[src/rtl/multi_ms_timer_if.sv]
// Control/status bundle for multi_ms_timer: per-channel command pulses in, count/running/expired out.
interface multi_ms_timer_if #(
  parameter int N_CH = 4,
  parameter int W    = 11
);
  logic [N_CH-1:0]   load;
  logic [W-1:0]      load_value;
  logic [N_CH-1:0]   start;
  logic [N_CH-1:0]   pause;
  logic [N_CH-1:0]   periodic;
  logic [N_CH*W-1:0] count;
  logic [N_CH-1:0]   running;
  logic [N_CH-1:0]   expired;

  modport master (
    output load, load_value, start, pause, periodic,
    input  count, running, expired
  );

  modport slave (
    input  load, load_value, start, pause, periodic,
    output count, running, expired
  );
endinterface

[src/rtl/multi_ms_timer.sv]
// N_CH independent ms countdown timers with prescaler, load/start/pause and a 1-cycle expiry pulse.
// Define TIMER_PERIODIC_EN to enable per-channel auto-reload on expiry; otherwise every channel is one-shot.
module multi_ms_timer #(
  parameter int N_CH        = 4,
  parameter int MAX_MS      = 2047,
  parameter int CLKS_PER_MS = 50000
) (
  input  logic           clk,
  input  logic           reset,
  multi_ms_timer_if.slave tif
);
  localparam int W  = $clog2(MAX_MS + 1);
  localparam int PW = $clog2(CLKS_PER_MS);
  localparam logic [PW-1:0] PRE_END = PW'(CLKS_PER_MS - 1);

  typedef enum logic [1:0] {IDLE, RUN, PAUSED, DONE} state_e;

  state_e          state_q  [N_CH];
  logic [W-1:0]    count_q  [N_CH];
  logic [W-1:0]    reload_q [N_CH];
  logic [PW-1:0]   pre_q    [N_CH];
  logic [N_CH-1:0] running_q;
  logic [N_CH-1:0] expired_q;

  logic [31:0]     lv_ext;
  logic [W-1:0]    load_d;

  // Shared load value is clamped once; every channel loads the same clamped value.
  assign lv_ext = 32'(tif.load_value);
  assign load_d = (lv_ext > 32'(MAX_MS)) ? W'(MAX_MS) : tif.load_value;

`ifndef TIMER_PERIODIC_EN
  logic [N_CH-1:0] unused_periodic;
  assign unused_periodic = tif.periodic;
`endif

  always_ff @(posedge clk) begin
    if (reset) begin
      for (int i = 0; i < N_CH; i++) begin
        state_q[i]  <= IDLE;
        count_q[i]  <= '0;
        reload_q[i] <= '0;
        pre_q[i]    <= '0;
      end
      running_q <= '0;
      expired_q <= '0;
    end else begin
      for (int i = 0; i < N_CH; i++) begin
        expired_q[i] <= 1'b0;
        if (tif.load[i]) begin
          count_q[i]  <= load_d;
          reload_q[i] <= load_d;
          pre_q[i]    <= '0;
          if (tif.start[i] && !tif.pause[i] && load_d != '0) begin
            state_q[i]   <= RUN;
            running_q[i] <= 1'b1;
          end else begin
            state_q[i]   <= IDLE;
            running_q[i] <= 1'b0;
          end
        end else begin
          unique case (state_q[i])
            RUN: begin
              if (tif.pause[i]) begin
                state_q[i]   <= PAUSED;
                running_q[i] <= 1'b0;
              end else if (pre_q[i] == PRE_END) begin
                pre_q[i] <= '0;
                if (count_q[i] == W'(1)) begin
                  expired_q[i] <= 1'b1;
`ifdef TIMER_PERIODIC_EN
                  if (tif.periodic[i]) begin
                    count_q[i] <= reload_q[i];
                  end else begin
                    count_q[i]   <= '0;
                    state_q[i]   <= DONE;
                    running_q[i] <= 1'b0;
                  end
`else
                  count_q[i]   <= '0;
                  state_q[i]   <= DONE;
                  running_q[i] <= 1'b0;
`endif
                end else begin
                  count_q[i] <= count_q[i] - 1'b1;
                end
              end else begin
                pre_q[i] <= pre_q[i] + 1'b1;
              end
            end
            // Resume from PAUSED keeps the prescaler so the partial ms is preserved.
            IDLE, PAUSED: begin
              if (tif.start[i] && !tif.pause[i] && count_q[i] != '0) begin
                state_q[i]   <= RUN;
                running_q[i] <= 1'b1;
              end
            end
            DONE: begin
              if (tif.start[i] && !tif.pause[i] && reload_q[i] != '0) begin
                count_q[i]   <= reload_q[i];
                pre_q[i]     <= '0;
                state_q[i]   <= RUN;
                running_q[i] <= 1'b1;
              end
            end
            default: ;
          endcase
        end
      end
    end
  end

  always_comb begin
    tif.count = '0;
    for (int i = 0; i < N_CH; i++) begin
      tif.count[i*W +: W] = count_q[i];
    end
  end

  assign tif.running = running_q;
  assign tif.expired = expired_q;
endmodule

[src/flat_wrapper.sv]
// flat-port wrapper written by rule: the top's interface ports become plain ports
module multi_ms_timer_flat 
#(
  parameter int N_CH        = 4,
  parameter int MAX_MS      = 2047,
  parameter int CLKS_PER_MS = 50000
)
  (clk, reset, tif_load, tif_load_value, tif_start, tif_pause, tif_periodic, tif_count, tif_running, tif_expired);
  multi_ms_timer_if #(.N_CH(N_CH), .W((11))) tif_i ();
  input  logic clk;
  input  logic reset;
  input wire logic [$bits(tif_i.load)-1:0] tif_load;
  input wire logic [$bits(tif_i.load_value)-1:0] tif_load_value;
  input wire logic [$bits(tif_i.start)-1:0] tif_start;
  input wire logic [$bits(tif_i.pause)-1:0] tif_pause;
  input wire logic [$bits(tif_i.periodic)-1:0] tif_periodic;
  output wire logic [$bits(tif_i.count)-1:0] tif_count;
  output wire logic [$bits(tif_i.running)-1:0] tif_running;
  output wire logic [$bits(tif_i.expired)-1:0] tif_expired;
  assign tif_i.load = tif_load;
  assign tif_i.load_value = tif_load_value;
  assign tif_i.start = tif_start;
  assign tif_i.pause = tif_pause;
  assign tif_i.periodic = tif_periodic;
  assign tif_count = tif_i.count;
  assign tif_running = tif_i.running;
  assign tif_expired = tif_i.expired;
  multi_ms_timer #(.N_CH(N_CH), .MAX_MS(MAX_MS), .CLKS_PER_MS(CLKS_PER_MS)) u_core (.clk(clk), .reset(reset), .tif(tif_i));
endmodule
[config.mk]
export PLATFORM = sky130hd
export DESIGN_NAME = multi_ms_timer_flat
export DESIGN_NICKNAME = d
export VERILOG_FILES = /design/src/rtl/multi_ms_timer_if.sv /design/src/rtl/multi_ms_timer.sv /design/src/flat_wrapper.sv
export SDC_FILE = /design/constraint.sdc
export NUM_CORES = 1
export LEC_CHECK = 0
export ABC_AREA = 1
export CAP_MARGIN = 20
export CORE_MARGIN = 1
export CORE_UTILIZATION = 55
export CTS_CLUSTER_DIAMETER = 150
export DETAILED_ROUTE_END_ITERATION = 7
export GPL_TIMING_DRIVEN = 0
export PLACE_DENSITY_LB_ADDON = 0.3
export RECOVER_POWER = 50
export SLEW_MARGIN = 20
export SYNTH_ARGS = -nofsm -noshare
export SYNTH_HDL_FRONTEND = slang
export SYNTH_SLANG_ARGS = --single-unit
[constraint.sdc]
create_clock -name clk -period 2.26 [get_ports clk]
set_input_delay 0.452 -clock clk [delete_from_list [all_inputs] [get_ports clk]]
set_output_delay 0.452 -clock clk [all_outputs]
set_load 0.05 [all_outputs]
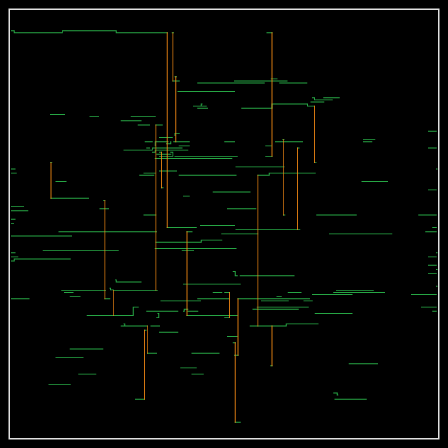
**Above:** run 1 (signal wires by layer).
Two of the layers only.
Green marks metal 3, wire length 1180 um. Orange marks metal 4, wire length 499 um.

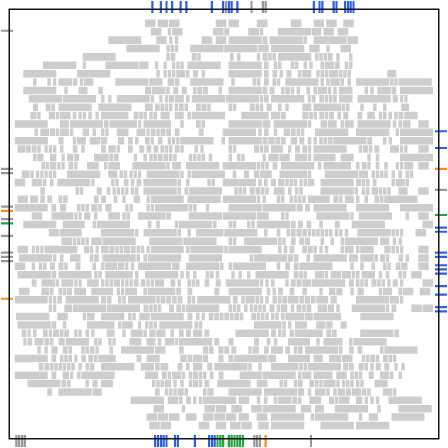
**Above:** run 1 (pin placement).
Pins as bars across the die edge, other pins in grey.
Orange marks tif_expired, pins 4, direction output, edge 2 west, 1 east, 1 south. Green marks tif_load_value, pins 11, direction input, edge 9 south, 1 west, 1 east. Blue marks tif_count, pins 44, direction output, edge 20 north, 13 east, 11 south.

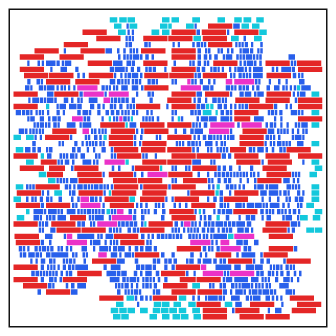
**Above:** run 1 (placement by cell class).
Magenta marks clock drivers and dummy loads, cells 32, share of their area 5.2%. Cyan marks remaining buffers and delay cells, cells 99, share of their area 7.4%. Blue marks combinational and other logic, cells 1055, share of their area 45%. Red marks sequential cells, cells 168, share of their area 43%.

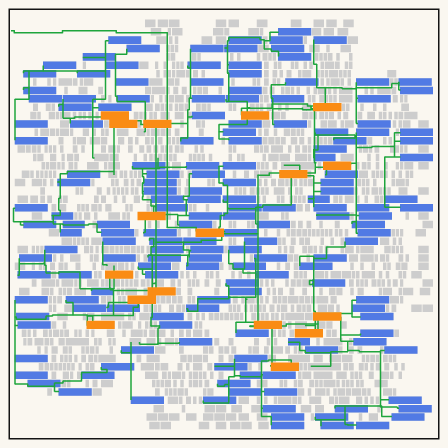
**Above:** run 1 (clock network drawn from the DEF).
Orange marks clock drivers, count 17. Green marks clock wires, length 2060 um. Blue marks flip-flops, count 168.
There are 18 routed clock nets.

==> summary.rpt, run 1 <==
SYNTH
---------------------------------------------------------------------------------
Netlist area before placement                                          0.0103 mm2
Post-synthesis chip area from yosys                                    0.0103 mm2
Yosys stat cell total                                                        1248
Portion of synthesized cell area occupied by the leading cell type          46.5%
Top cells by area in the synthesized netlist                         sky130_fd_sc_hd__edfxtp_1 47%, sky130_fd_sc_hd__nor2_1 11%, sky130_fd_sc_hd__nand2_1 6.9%
Synth Flop Type                                                      sky130_fd_sc_hd__edfxtp_1
Synth Warn #                                                                    0
Cell accounting for the most synthesized area                        sky130_fd_sc_hd__edfxtp_1
FFs w/ async S/R, synth                                                        0%
Mapped Cells                                                                 1248

TIMING
---------------------------------------------------------------------------------
Worst slew margin relative to its limit                                     58.5%
Worst-Margin Slew                                                        0.622 ns
Number of slew-limit violations in the final report                             0
Shortest clock period the worst path allows after layout                  2.20 ns
Setup Skew                                                             0.00875 ns
Number of hold-slack violations in the final timing report                      0
Final clock period utilization by the worst path                            97.3%
FMAX                                                                      455 MHz

DRT
---------------------------------------------------------------------------------
Number of iterations in the first detailed-routing pass                         8
Average wire per cell in the routed design                                14.8 um
Post-route antenna net violation count                                          0
Via/cell ratio                                                               5.43
Number of remaining DRC errors                                                  0
Routed vias                                                                  8598

PWR
---------------------------------------------------------------------------------
Pwr/cell area                                                          669 mW/mm2
Largest Pwr Group                                                       registers
Internal cell power                                                       5.70 mW
Leakage                                                                   4.85 nW
Power in the clock group                                                  3.00 mW
Logic pwr share                                                             14.5%

STATUS
---------------------------------------------------------------------------------
Outcome                                                              finished, final reports clean

GRT
---------------------------------------------------------------------------------
Largest net degree at the start of global routing                              17
First-pass GRT wire length                                               37900 um
Final global-route overflow total                                               0
Total track usage                                                           24.6%
Number of global-route vias before repair                                    8050

DIE
---------------------------------------------------------------------------------
Die width                                                                  139 um
Number of core rows                                                            49
Std-Cell Core Area                                                     0.0181 mm2
Vertical die dimension                                                     139 um
Core utilization at floorplan                                               56.9%

CRITICAL PATH
---------------------------------------------------------------------------------
Total stage count of the critical path                                          1
Worst Reg2Reg Path Length in Cells                                              7
Worst-path cell chain                                                clkdlybuf4s50_1
Reg-to-reg setup timing slack                                             0.21 ns
Delay of the slowest cell on the worst path                               0.85 ns
Buf+Inv Stages, Crit Path                                                       1
Worst Setup Path Type                                                  reg -> out
Worst Setup End Kind                                                   output pin
Data required time of the worst path                                      1.81 ns
Startpoint of the worst setup timing path                            u_core.count_q[0][2]$_SDFFCE_PN0P_
Maximum net fanout on the critical path                                         5
Critical Path AT                                                          1.75 ns
Worst setup endpoint                                                 tif_count[2]
End of the worst register-to-register path                           u_core.count_q[1][6]$_SDFFCE_PN0P_

WORST HOLD PATH
---------------------------------------------------------------------------------
Endpoint, Worst Hold                                                 u_core.tif.running[0]$_SDFFE_PP0P_
Worst Min Path Start                                                 u_core.tif.running[0]$_SDFFE_PP0P_
Number of cells on the worst hold path                                          2

PLACE
---------------------------------------------------------------------------------
Half-perimeter wire length after placement                               17100 um

FINAL LAYOUT
---------------------------------------------------------------------------------
Diodes inserted                                                                 0
Layout net count                                                             1385
Top logic cell by instance count in the layout                       sky130_fd_sc_hd__nor2_1
Leading cell types in the layout, fill and taps excluded             297 x sky130_fd_sc_hd__nor2_1, 190 x sky130_fd_sc_hd__nand2_1, 160 x sky130_fd_sc_hd__edfxtp_1
Final cell area excluding filler cells                                 0.0119 mm2

CLOCK NETWORK
---------------------------------------------------------------------------------
Post_cts resized                                                                5
Root buffer cell                                                     sky130_fd_sc_hd__clkbuf_16
Post-CTS Setup Bufs                                                             0
Clock tree from TritonCTS                                                     yes
Number of H-tree levels                                                         4
Maximum buffer depth of the clock tree                                          2
Clock sinks                                                                   168
Clock-pin transition on the worst setup and hold timing paths             0.07 ns

==> run 1: kinds of logic after synthesis <==
kind of cell / count (synthesis) / synth area share, %
AND/OR/NAND/NOR: 685 / 31.3
flip-flops: 168 / 48.1
buffers and inverters: 185 / 7.21
adder cells (fa/ha/maj): 15 / 1.82
AND-OR/OR-AND: 146 / 7.43
XOR/XNOR: 49 / 4.16
==> run 1: area by class of cell <==
cell class                 instances  area (um2)  area share (%)
inverter                         160         606            5.08
sequential                       168        4960            41.7
clock buffer                      18         439            3.69
buffer                            25         125            1.05
tap                              229         287            2.41
timing repair buffer              74         741            6.22
multi-input combinational        895        4590            38.5
clock inverter                    14         163            1.37
==> run 1: through the flow <==
step | instances | power, mW | worst slack, ns | hold slack (ns)
2_1_floorplan | 1248 | 4.65 | 0.238 | 0.555
3_3_place_gp | 1551 | 5.00 | -0.697 | 0.471
3_5_place_dp | 1551 | 5.02 | -0.740 | 0.480
4_1_cts | 1583 | 7.98 | 0.0553 | 0.485
5_1_grt | 1583 | 8.22 | 0.0132 | 0.529
6_report | 1583 | 7.97 | 0.0615 | 0.489
==> run 1: synth_stat cells, types with 2 or more instances <==
master and count:
sky130_fd_sc_hd__nor2_1 292, sky130_fd_sc_hd__nand2_1 191, sky130_fd_sc_hd__edfxtp_1 160, sky130_fd_sc_hd__inv_1 143, sky130_fd_sc_hd__nand3_1 76, sky130_fd_sc_hd__o21ai_0 57, sky130_fd_sc_hd__a21oi_1 52, sky130_fd_sc_hd__xor2_1 35
sky130_fd_sc_hd__o21ai_1 24, sky130_fd_sc_hd__nand4_1 21, sky130_fd_sc_hd__nor3_1 20, sky130_fd_sc_hd__inv_2 16, sky130_fd_sc_hd__ha_1 15, sky130_fd_sc_hd__nand3_2 14, sky130_fd_sc_hd__nor2_4 14, sky130_fd_sc_hd__xnor2_1 14
sky130_fd_sc_hd__nor2_2 12, sky130_fd_sc_hd__buf_2 10, sky130_fd_sc_hd__dfxtp_1 8, sky130_fd_sc_hd__nand2_2 8, sky130_fd_sc_hd__clkbuf_1 7, sky130_fd_sc_hd__nor3b_1 7, sky130_fd_sc_hd__nor3_2 5, sky130_fd_sc_hd__a21oi_2 4
sky130_fd_sc_hd__buf_4 4, sky130_fd_sc_hd__or2_2 4, sky130_fd_sc_hd__nand3b_2 3, sky130_fd_sc_hd__or2_0 3, sky130_fd_sc_hd__a31oi_1 2, sky130_fd_sc_hd__and2_1 2, sky130_fd_sc_hd__buf_6 2, sky130_fd_sc_hd__clkbuf_2 2
sky130_fd_sc_hd__nand3_4 2, sky130_fd_sc_hd__nor3b_2 2, sky130_fd_sc_hd__o21a_1 2, sky130_fd_sc_hd__o31ai_1 2
==> run 1: per-layer routing <==
| layer | wire (um) | track usage (%) |
|---|---|---|
| met3 | 1180 | 3.35 |
| met4 | 499 | 9.24 |
| met1 | 9900 | 30.7 |
| met5 | 0 | 0 |
| met2 | 11800 | 43.4 |
==> run 1: flip-flops by register name, summed over array words and instances, names as in the netlist <==
register            flops
u_core.tif.expired      4
u_core.count_q         44
u_core.pre_q           64
u_core.tif.running      4
u_core.state_q          8
u_core.reload_q        44
==> run 2, diff against run 1 <==
--- a/config.mk
+++ b/config.mk
@@ -9,9 +9,8 @@
 export CAP_MARGIN = 20
 export CORE_MARGIN = 1
 export CORE_UTILIZATION = 55
-export CTS_CLUSTER_DIAMETER = 150
 export DETAILED_ROUTE_END_ITERATION = 7
-export GPL_TIMING_DRIVEN = 0
+export GPL_TIMING_DRIVEN = 1
 export PLACE_DENSITY_LB_ADDON = 0.3
 export RECOVER_POWER = 50
 export SLEW_MARGIN = 20
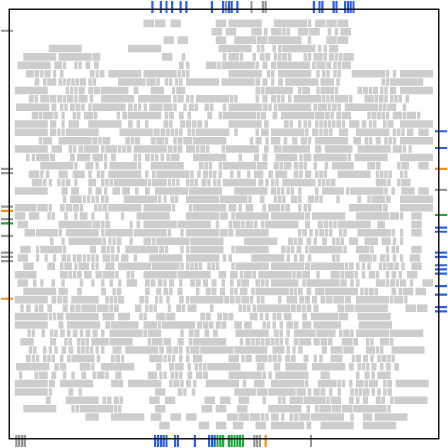
**Above:** run 2 (pin placement).
Pins as bars across the die edge, other pins in grey.
Green marks tif_load_value, pins 11, direction input, edge 9 south, 1 west, 1 east. Blue marks tif_count, pins 44, direction output, edge 20 north, 13 east, 11 south. Orange marks tif_expired, pins 4, direction output, edge 2 west, 1 east, 1 south.
All pins by edge: 29 south, 24 north, 16 east, 12 west.

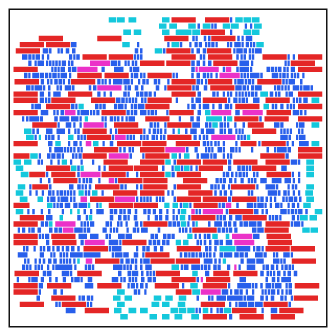
**Above:** run 2 (placement by cell class).
Blue marks combinational and other logic, cells 1055, share of their area 44%. Red marks sequential cells, cells 168, share of their area 42%. Magenta marks clock drivers and dummy loads, cells 32, share of their area 5.0%. Cyan marks remaining buffers and delay cells, cells 127, share of their area 9.5%.

==> summary.rpt, run 2 <==
STATUS
---------------------------------------------------------------------------------
Outcome                                                              finished, final reports clean

TIMING
---------------------------------------------------------------------------------
Setup repair after global routing missed its margin                            no
Worst-Margin Slew                                                        0.566 ns   -0.0563 ns
Shortest clock period the worst path allows after layout                  2.19 ns   -0.00995 ns
Number of slew-limit violations in the final report                             0   unchanged
Number of hold-slack violations in the final timing report                      0   unchanged
Worst slew margin relative to its limit                                     62.3%   +3.8 points
Final clock period utilization by the worst path                            96.8%   -0.44 points
Final setup viols                                                               0
Setup Skew                                                             0.00924 ns   +0.000495 ns
FMAX                                                                      457 MHz   +0.45%

DRT
---------------------------------------------------------------------------------
Number of remaining DRC errors                                                  0   unchanged
Number of iterations in the first detailed-routing pass                         8   unchanged
Post-route antenna net violation count                                          0   unchanged
Routed vias                                                                  8518   -0.93%
Via/cell ratio                                                               5.29   -2.7%
Average wire per cell in the routed design                                14.3 um   -3.5%

SYNTH
---------------------------------------------------------------------------------
Cell accounting for the most synthesized area                        sky130_fd_sc_hd__edfxtp_1
Synth Flop Type                                                      sky130_fd_sc_hd__edfxtp_1
Top cells by area in the synthesized netlist                         sky130_fd_sc_hd__edfxtp_1 47%, sky130_fd_sc_hd__nor2_1 11%, sky130_fd_sc_hd__nand2_1 6.9%
Post-synthesis chip area from yosys                                    0.0103 mm2   unchanged
Portion of synthesized cell area occupied by the leading cell type          46.5%   unchanged
Number of different library cells in the post-synthesis netlist                49
Netlist area before placement                                          0.0103 mm2   unchanged
Synthesized area per cell                                                8.27 um2
Yosys stat cell total                                                        1248   unchanged
Synth Warn #                                                                    0   unchanged
Mapped Cells                                                                 1248   unchanged
Net count of the mapped netlist                                              1292
Most frequent cell after synthesis                                   sky130_fd_sc_hd__nor2_1
Post-synth EDFFs                                                              160
FFs w/ async S/R, synth                                                        0%   unchanged
List of most frequent post-synthesis cells                           292 x sky130_fd_sc_hd__nor2_1, 191 x sky130_fd_sc_hd__nand2_1, 160 x sky130_fd_sc_hd__edfxtp_1

CLOCK NETWORK
---------------------------------------------------------------------------------
Insertion Delay late pin                                                  0.43 ns
Clock tree from TritonCTS                                                     yes
Post-CTS Setup Bufs                                                             0   unchanged
Post_cts resized                                                                0   -5
Clock sinks                                                                   168   unchanged
Number of H-tree levels                                                         4   unchanged
Maximum buffer depth of the clock tree                                          2   unchanged
Quantity of hold-fixing buffers added after cts                                 0
Root buffer cell                                                     sky130_fd_sc_hd__clkbuf_16
Clock-pin transition on the worst setup and hold timing paths             0.06 ns   about the same
Number of buffers inserted during clock tree synthesis                         17

WORST HOLD PATH
---------------------------------------------------------------------------------
Endpoint, Worst Hold                                                 u_core.tif.running[3]$_SDFFE_PP0P_
Worst Min Path Start                                                 u_core.tif.running[3]$_SDFFE_PP0P_
Hold Crit Class                                                        reg -> reg
Number of cells on the worst hold path                                          2   unchanged

DIE
---------------------------------------------------------------------------------
Vertical die dimension                                                     139 um   unchanged
Top-level I/O count                                                            81
Number of core rows                                                            49   unchanged
Core utilization at floorplan                                               56.9%   unchanged
Total die size                                                         0.0193 mm2
Std-Cell Core Area                                                     0.0181 mm2   unchanged
Die width                                                                  139 um   unchanged

CRITICAL PATH
---------------------------------------------------------------------------------
Reg-to-reg setup timing slack                                             0.19 ns   -0.02 ns
Worst Setup Path Type                                                   in -> reg
Critical R2R Launch                                                  u_core.pre_q[1][0]$_SDFFCE_PP0P_
End of the worst register-to-register path                           u_core.count_q[1][8]$_SDFFCE_PN0P_
Critical Path AT                                                          2.27 ns   +0.52 ns
Worst Reg2Reg Path Length in Cells                                              9   +2
Worst Setup End Kind                                                    flip-flop
Data required time of the worst path                                      2.34 ns   +0.53 ns
Maximum net fanout on the critical path                                        16   +11

FINAL LAYOUT
---------------------------------------------------------------------------------
Max reg flops                                                                  64   unchanged
Area taken by flip-flops and latches                                  0.00496 mm2   unchanged
Layout net count                                                             1413   +2.0%
Fraction of the core area covered by cells at the end of the flow           67.0%
Diodes inserted                                                                 0   unchanged
Area of the multi-input gates                                         0.00458 mm2   about the same
Top logic cell by instance count in the layout                       sky130_fd_sc_hd__nor2_1
Number of non-filler instances in the completed layout                       1611   +1.8%
Regs by FF count                                                     u_core.pre_q (64), u_core.count_q (44), u_core.reload_q (44)
Area overhead of the layout relative to synthesis                           17.8%
Leading cell types in the layout, fill and taps excluded             294 x sky130_fd_sc_hd__nor2_1, 191 x sky130_fd_sc_hd__nand2_1, 160 x sky130_fd_sc_hd__edfxtp_1
Most flops, register                                                 u_core.pre_q

PLACE
---------------------------------------------------------------------------------
Half-perimeter wire length after placement                               17200 um   +0.52%
Placed insts                                                                 1579   +1.8%

FLOW RUN
---------------------------------------------------------------------------------
Max-cap check violation count                                                   0
OpenROAD warning count                                                         37

GRT
---------------------------------------------------------------------------------
Final global-route overflow total                                               0   unchanged
Largest net degree at the start of global routing                              23   +6
Number of global-route vias before repair                                    8228   +2.2%
Total track usage                                                           24.8%   +0.17 points
First-pass GRT wire length                                               38200 um   +0.93%

PWR
---------------------------------------------------------------------------------
Logic pwr share                                                             15.1%   +0.6 points
Sequential share of power                                                   48.2%
Leakage                                                                   5.00 nW   +3.1%
Worst vdd rail ir drop                                                   0.572 mV
Pwr/cell area                                                          650 mW/mm2   -2.8%
Internal cell power                                                       5.77 mW   +1.1%

-- run 2: cell counts after synthesis --
No cell type changed its count.
-- run 2: metrics by stage --
stage	area, um2	total power, mW	hold WS [ns]	TNS, ns	setup WS [ns]
2_1_floorplan	10300	4.65	0.555	0	0.238
3_3_place_gp	11700	5.07	0.471	0	0.0431
3_5_place_dp	11700	5.09	0.487	-0.00196	-0.00196
4_1_cts	12300	7.99	0.497	0	0.0446
5_1_grt	12200	8.22	0.530	0	0.0145
6_report	12200	7.91	0.491	0	0.0714
-- run 2: worst max-delay path, stage by stage --
cell and delay, ns:
sky130_fd_sc_hd__dlygate4sd3_1 0.57, sky130_fd_sc_hd__buf_12 0.17, sky130_fd_sc_hd__inv_1 0.31, sky130_fd_sc_hd__nand2_2 0.14, sky130_fd_sc_hd__clkbuf_2 0.15, sky130_fd_sc_hd__nand3_1 0.08, sky130_fd_sc_hd__clkbuf_2 0.37
-- run 2: power by group through the flow --
stage	combinational, mW	clock [mW]	sequential (mW)
floorplan	0.591	0	4.06
global placement	1.20	0	3.87
detailed placement	1.22	0	3.88
CTS	1.23	2.95	3.81
global route	1.31	3.07	3.84
finish	1.19	2.90	3.82
-- run 2: cell type report --
class | instances | share of cell area [%]
inverter | 160 | 4.98
sequential | 168 | 40.8
multi-input combinational | 895 | 37.7
timing repair buffer | 127 | 9.30
tap | 229 | 2.36
clock buffer | 22 | 3.90
clock inverter | 10 | 0.957
-- run 2: layer usage --
metal	routed length, um	track usage, %	up-vias
met5	0	0	-
met4	614	10.6	0
met3	916	3.25	53
met2	11700	44.0	208
met1	9760	30.2	3909
li1	-	-	4348
-- run 2: worst max-delay path by stage --
stage / from / endpoint / slack (ns) / depth (start not counted)
after CTS: u_core.count_q[3][6]$_DFFE_PP_ / tif_count[39] / 0.04 / 1
final: reset / u_core.pre_q[2][3]$_SDFFCE_PP0P_ / 0.07 / 7
after global routing: reset / u_core.count_q[3][6]$_DFFE_PP_ / 0.01 / 8
after floorplan: reset / u_core.pre_q[2][0]$_SDFFCE_PP0P_ / 0.24 / 5
after detailed placement: reset / u_core.count_q[2][8]$_SDFFCE_PN0P_ / -0.002 / 9
after global placement: reset / u_core.count_q[2][6]$_SDFFCE_PN0P_ / 0.04 / 9
-- run 2: cells by family after synthesis --
logic type / count (synthesis) / share of synthesized area [%]
compound gates: 146 / 7.43
xor+xnor: 49 / 4.16
fa+ha+maj: 15 / 1.82
buf+inv: 185 / 7.21
flops: 168 / 48.1
simple gates: 685 / 31.3
==> run 3, diff against run 2 <==
--- a/config.mk
+++ b/config.mk
@@ -10,6 +10,7 @@
 export CORE_MARGIN = 1
 export CORE_UTILIZATION = 55
 export DETAILED_ROUTE_END_ITERATION = 7
+export GPL_ROUTABILITY_DRIVEN = 1
 export GPL_TIMING_DRIVEN = 1
 export PLACE_DENSITY_LB_ADDON = 0.3
 export RECOVER_POWER = 50
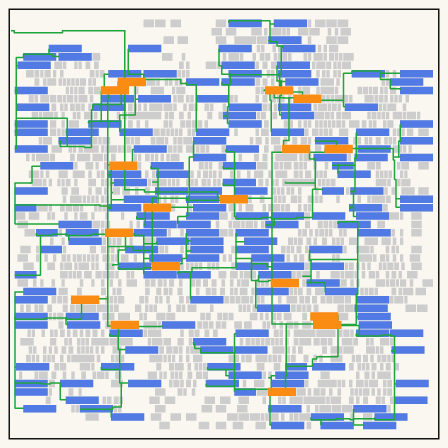
**Above:** run 3 (clock network drawn from the DEF).
Orange marks clock drivers, count 17. Green marks clock wires, length 1960 um. Blue marks flip-flops, count 168.
There are 18 routed clock nets. Position of the flops: widely spread.

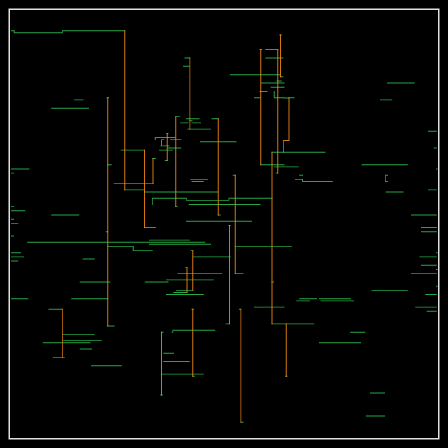
**Above:** run 3 (signal wires by layer).
Two of the layers only.
Orange marks metal 4, wire length 615 um. Green marks metal 3, wire length 916 um.

==> summary.rpt, run 3 <==
DRT
---------------------------------------------------------------------------------
Routed vias                                                                  8518   unchanged
Number of iterations in the first detailed-routing pass                         8   unchanged
Via/cell ratio                                                               5.29   unchanged
Average wire per cell in the routed design                                14.3 um   unchanged
Drt initial violations                                                        664
Wirelength, routed                                                       23000 um
Post-route antenna net violation count                                          0   unchanged
Number of remaining DRC errors                                                  0   unchanged

TIMING
---------------------------------------------------------------------------------
Final setup viols                                                               0   unchanged
Shortest clock period the worst path allows after layout                  2.19 ns   unchanged
Aggregate negative setup slack                                               0 ns   unchanged
Final hold slack                                                         0.491 ns   unchanged
Setup Skew                                                             0.00924 ns   unchanged
Number of hold-slack violations in the final timing report                      0   unchanged
FMAX                                                                      457 MHz   unchanged
Number of slew-limit violations in the final report                             0   unchanged
Worst slew margin relative to its limit                                     62.3%   unchanged
Setup repair after global routing missed its margin                            no
Final WS setup                                                          0.0714 ns   unchanged
Final clock period utilization by the worst path                            96.8%   unchanged
Worst-Margin Slew                                                        0.566 ns   unchanged

SYNTH
---------------------------------------------------------------------------------
Net count of the mapped netlist                                              1292   unchanged
Most frequent cell after synthesis                                   sky130_fd_sc_hd__nor2_1
Mux contribution to synthesized area                                           0%   unchanged
Mapped Cells                                                                 1248   unchanged
Synth Warn #                                                                    0   unchanged
List of most frequent post-synthesis cells                           292 x sky130_fd_sc_hd__nor2_1, 191 x sky130_fd_sc_hd__nand2_1, 160 x sky130_fd_sc_hd__edfxtp_1
Adders+Majority by Area                                                     1.82%   unchanged
FFs w/ async S/R, synth                                                        0%   unchanged
Xor-xnor portion of the synthesized cell area                               4.16%   unchanged
Number of different library cells in the post-synthesis netlist                49   unchanged
Post-Synth AOI/OAI Area                                                     7.43%   unchanged
Post-synthesis chip area from yosys                                    0.0103 mm2   unchanged
Synth Flop Type                                                      sky130_fd_sc_hd__edfxtp_1
Synthesized area per cell                                                8.27 um2   unchanged
Post-synth EDFFs                                                              160   unchanged
Top cells by area in the synthesized netlist                         sky130_fd_sc_hd__edfxtp_1 47%, sky130_fd_sc_hd__nor2_1 11%, sky130_fd_sc_hd__nand2_1 6.9%
Cell accounting for the most synthesized area                        sky130_fd_sc_hd__edfxtp_1
Netlist area before placement                                          0.0103 mm2   unchanged
Yosys stat cell total                                                        1248   unchanged
Portion of synthesized cell area occupied by the leading cell type          46.5%   unchanged
Post-synth seq share                                                        48.1%
Main logic family after synthesis                                    simple AND/OR/NAND/NOR gates
Number of register bits inferred by synthesis                                 168
Simple Share, Synth                                                         31.3%   unchanged

FINAL LAYOUT
---------------------------------------------------------------------------------
Diodes inserted                                                                 0   unchanged
Area overhead of the layout relative to synthesis                           17.8%   unchanged
Max reg flops                                                                  64   unchanged
Ratio of cells with drive above 1 in the final layout                       11.4%
Leading cell types in the layout, fill and taps excluded             294 x sky130_fd_sc_hd__nor2_1, 191 x sky130_fd_sc_hd__nand2_1, 160 x sky130_fd_sc_hd__edfxtp_1
Number of non-filler instances in the completed layout                       1611   unchanged
Layout net count                                                             1413   unchanged
Regs by FF count                                                     u_core.pre_q (64), u_core.count_q (44), u_core.reload_q (44)
Fraction of the core area covered by cells at the end of the flow           67.0%   unchanged
Most flops, register                                                 u_core.pre_q
Top logic cell by instance count in the layout                       sky130_fd_sc_hd__nor2_1

WORST HOLD PATH
---------------------------------------------------------------------------------
Hold Crit Class                                                        reg -> reg

DIE
---------------------------------------------------------------------------------
Core utilization at floorplan                                               56.9%   unchanged
Total die size                                                         0.0193 mm2   unchanged
Number of core rows                                                            49   unchanged
Vertical die dimension                                                     139 um   unchanged
Die width                                                                  139 um   unchanged
Top-level I/O count                                                            81   unchanged
Std-Cell Core Area                                                     0.0181 mm2   unchanged

PWR
---------------------------------------------------------------------------------
Leakage                                                                   5.00 nW   unchanged
Pwr/cell area                                                          650 mW/mm2   unchanged
Worst vdd rail ir drop                                                   0.572 mV   unchanged

PLACE
---------------------------------------------------------------------------------
Placed insts                                                                 1579   unchanged
Setup slack after placement                                           -0.00196 ns   unchanged
Final Wtd Congestion                                                        0.909
Half-perimeter wire length after placement                               17200 um   unchanged
Count of input and output buffers                                              76

CLOCK NETWORK
---------------------------------------------------------------------------------
Post-CTS Setup Bufs                                                             0   unchanged
Clock tree from TritonCTS                                                     yes
Post_cts resized                                                                0   unchanged
Clock sinks                                                                   168   unchanged
Maximum buffer depth of the clock tree                                          2   unchanged
Insertion Delay late pin                                                  0.43 ns   about the same
Root buffer cell                                                     sky130_fd_sc_hd__clkbuf_16
Number of H-tree levels                                                         4   unchanged
Number of buffers inserted during clock tree synthesis                         17   unchanged
Clock-pin transition on the worst setup and hold timing paths             0.06 ns   about the same
Quantity of hold-fixing buffers added after cts                                 0   unchanged

CRITICAL PATH
---------------------------------------------------------------------------------
Critical path startpoint category                                    primary input
Maximum net fanout on the critical path                                        16   unchanged
Worst Setup Path Type                                                   in -> reg
Critical Path AT                                                          2.27 ns   about the same
Data required time of the worst path                                      2.34 ns   about the same
Worst Setup End Kind                                                    flip-flop

FLOW RUN
---------------------------------------------------------------------------------
Max-cap check violation count                                                   0   unchanged
OpenROAD warning count                                                         37   unchanged

GRT
---------------------------------------------------------------------------------
Number of global-route vias before repair                                    8228   unchanged
Largest net degree at the start of global routing                              23   unchanged
First-pass GRT wire length                                               38200 um   unchanged
Final global-route overflow total                                               0   unchanged
Total track usage                                                           24.8%   unchanged
Number of antenna violations at the first check in global routing               0

STATUS
---------------------------------------------------------------------------------
Outcome                                                              finished, final reports clean

## run 3: cell counts after synthesis
No cell type changed its count.
## run 3: final timing paths
check	from	to	slack (ns)	depth (start not counted)
setup / recovery	reset	u_core.pre_q[2][3]$_SDFFCE_PP0P_	0.07	7
setup reg to reg	u_core.pre_q[1][0]$_SDFFCE_PP0P_	u_core.count_q[1][8]$_SDFFCE_PN0P_	0.19	9
hold / removal	u_core.tif.running[3]$_SDFFE_PP0P_	u_core.tif.running[3]$_SDFFE_PP0P_	0.49	2
hold reg to reg	u_core.tif.running[3]$_SDFFE_PP0P_	u_core.tif.running[3]$_SDFFE_PP0P_	0.49	2
## run 3: cells by family after synthesis
kind of cell	count (synthesis)
adders and majority gates	15
and+or+nand+nor	685
DFF	168
AOI/OAI and AO/OA	146
xor gates and xnor gates	49
buffers and inverters	185
## run 3: per-stage QoR
stage                     total power, mW  area, um2
after floorplan                      4.65      10300
after global placement               5.07      11700
after detailed placement             5.09      11700
after CTS                            7.99      12300
after global routing                 8.22      12200
final                                7.91      12200
## run 3: layout make-up
| type | count | area [um2] |
|---|---|---|
| Clock inverter | 10 | 116 |
| Clock buffer | 22 | 474 |
| Multi-Input combinational cell | 895 | 4580 |
| Sequential cell | 168 | 4960 |
| Timing Repair Buffer | 127 | 1130 |
| Fill cell | 1464 | 5990 |
| Inverter | 160 | 606 |
| Tap cell | 229 | 287 |
## run 3: critical path: stages
cell and delay [ns]:
sky130_fd_sc_hd__dlygate4sd3_1 0.57, sky130_fd_sc_hd__buf_12 0.17, sky130_fd_sc_hd__inv_1 0.31, sky130_fd_sc_hd__nand2_2 0.14, sky130_fd_sc_hd__clkbuf_2 0.15, sky130_fd_sc_hd__nand3_1 0.08
sky130_fd_sc_hd__clkbuf_2 0.37
## run 3: power breakdown
group | switching [mW] | total [mW] | internal [mW] | leakage, nW
sequential | 0.183 | 3.82 | 3.63 | 1.83
clock | 1.18 | 2.90 | 1.72 | 0.277
combinational | 0.777 | 1.19 | 0.418 | 2.89
total | 2.14 | 7.91 | 5.77 | 5.00
## run 3: layer usage
metal,part of all wire [%],vias to the layer above,GRT usage [%],wire [um]
li1,-,4348,-,-
met1,42,3909,30.2,9760
met2,51,208,44.0,11700
met5,0,-,0,0
met4,2.7,0,10.6,614
met3,4.0,53,3.25,916
Power and IR drop assume default switching activity.
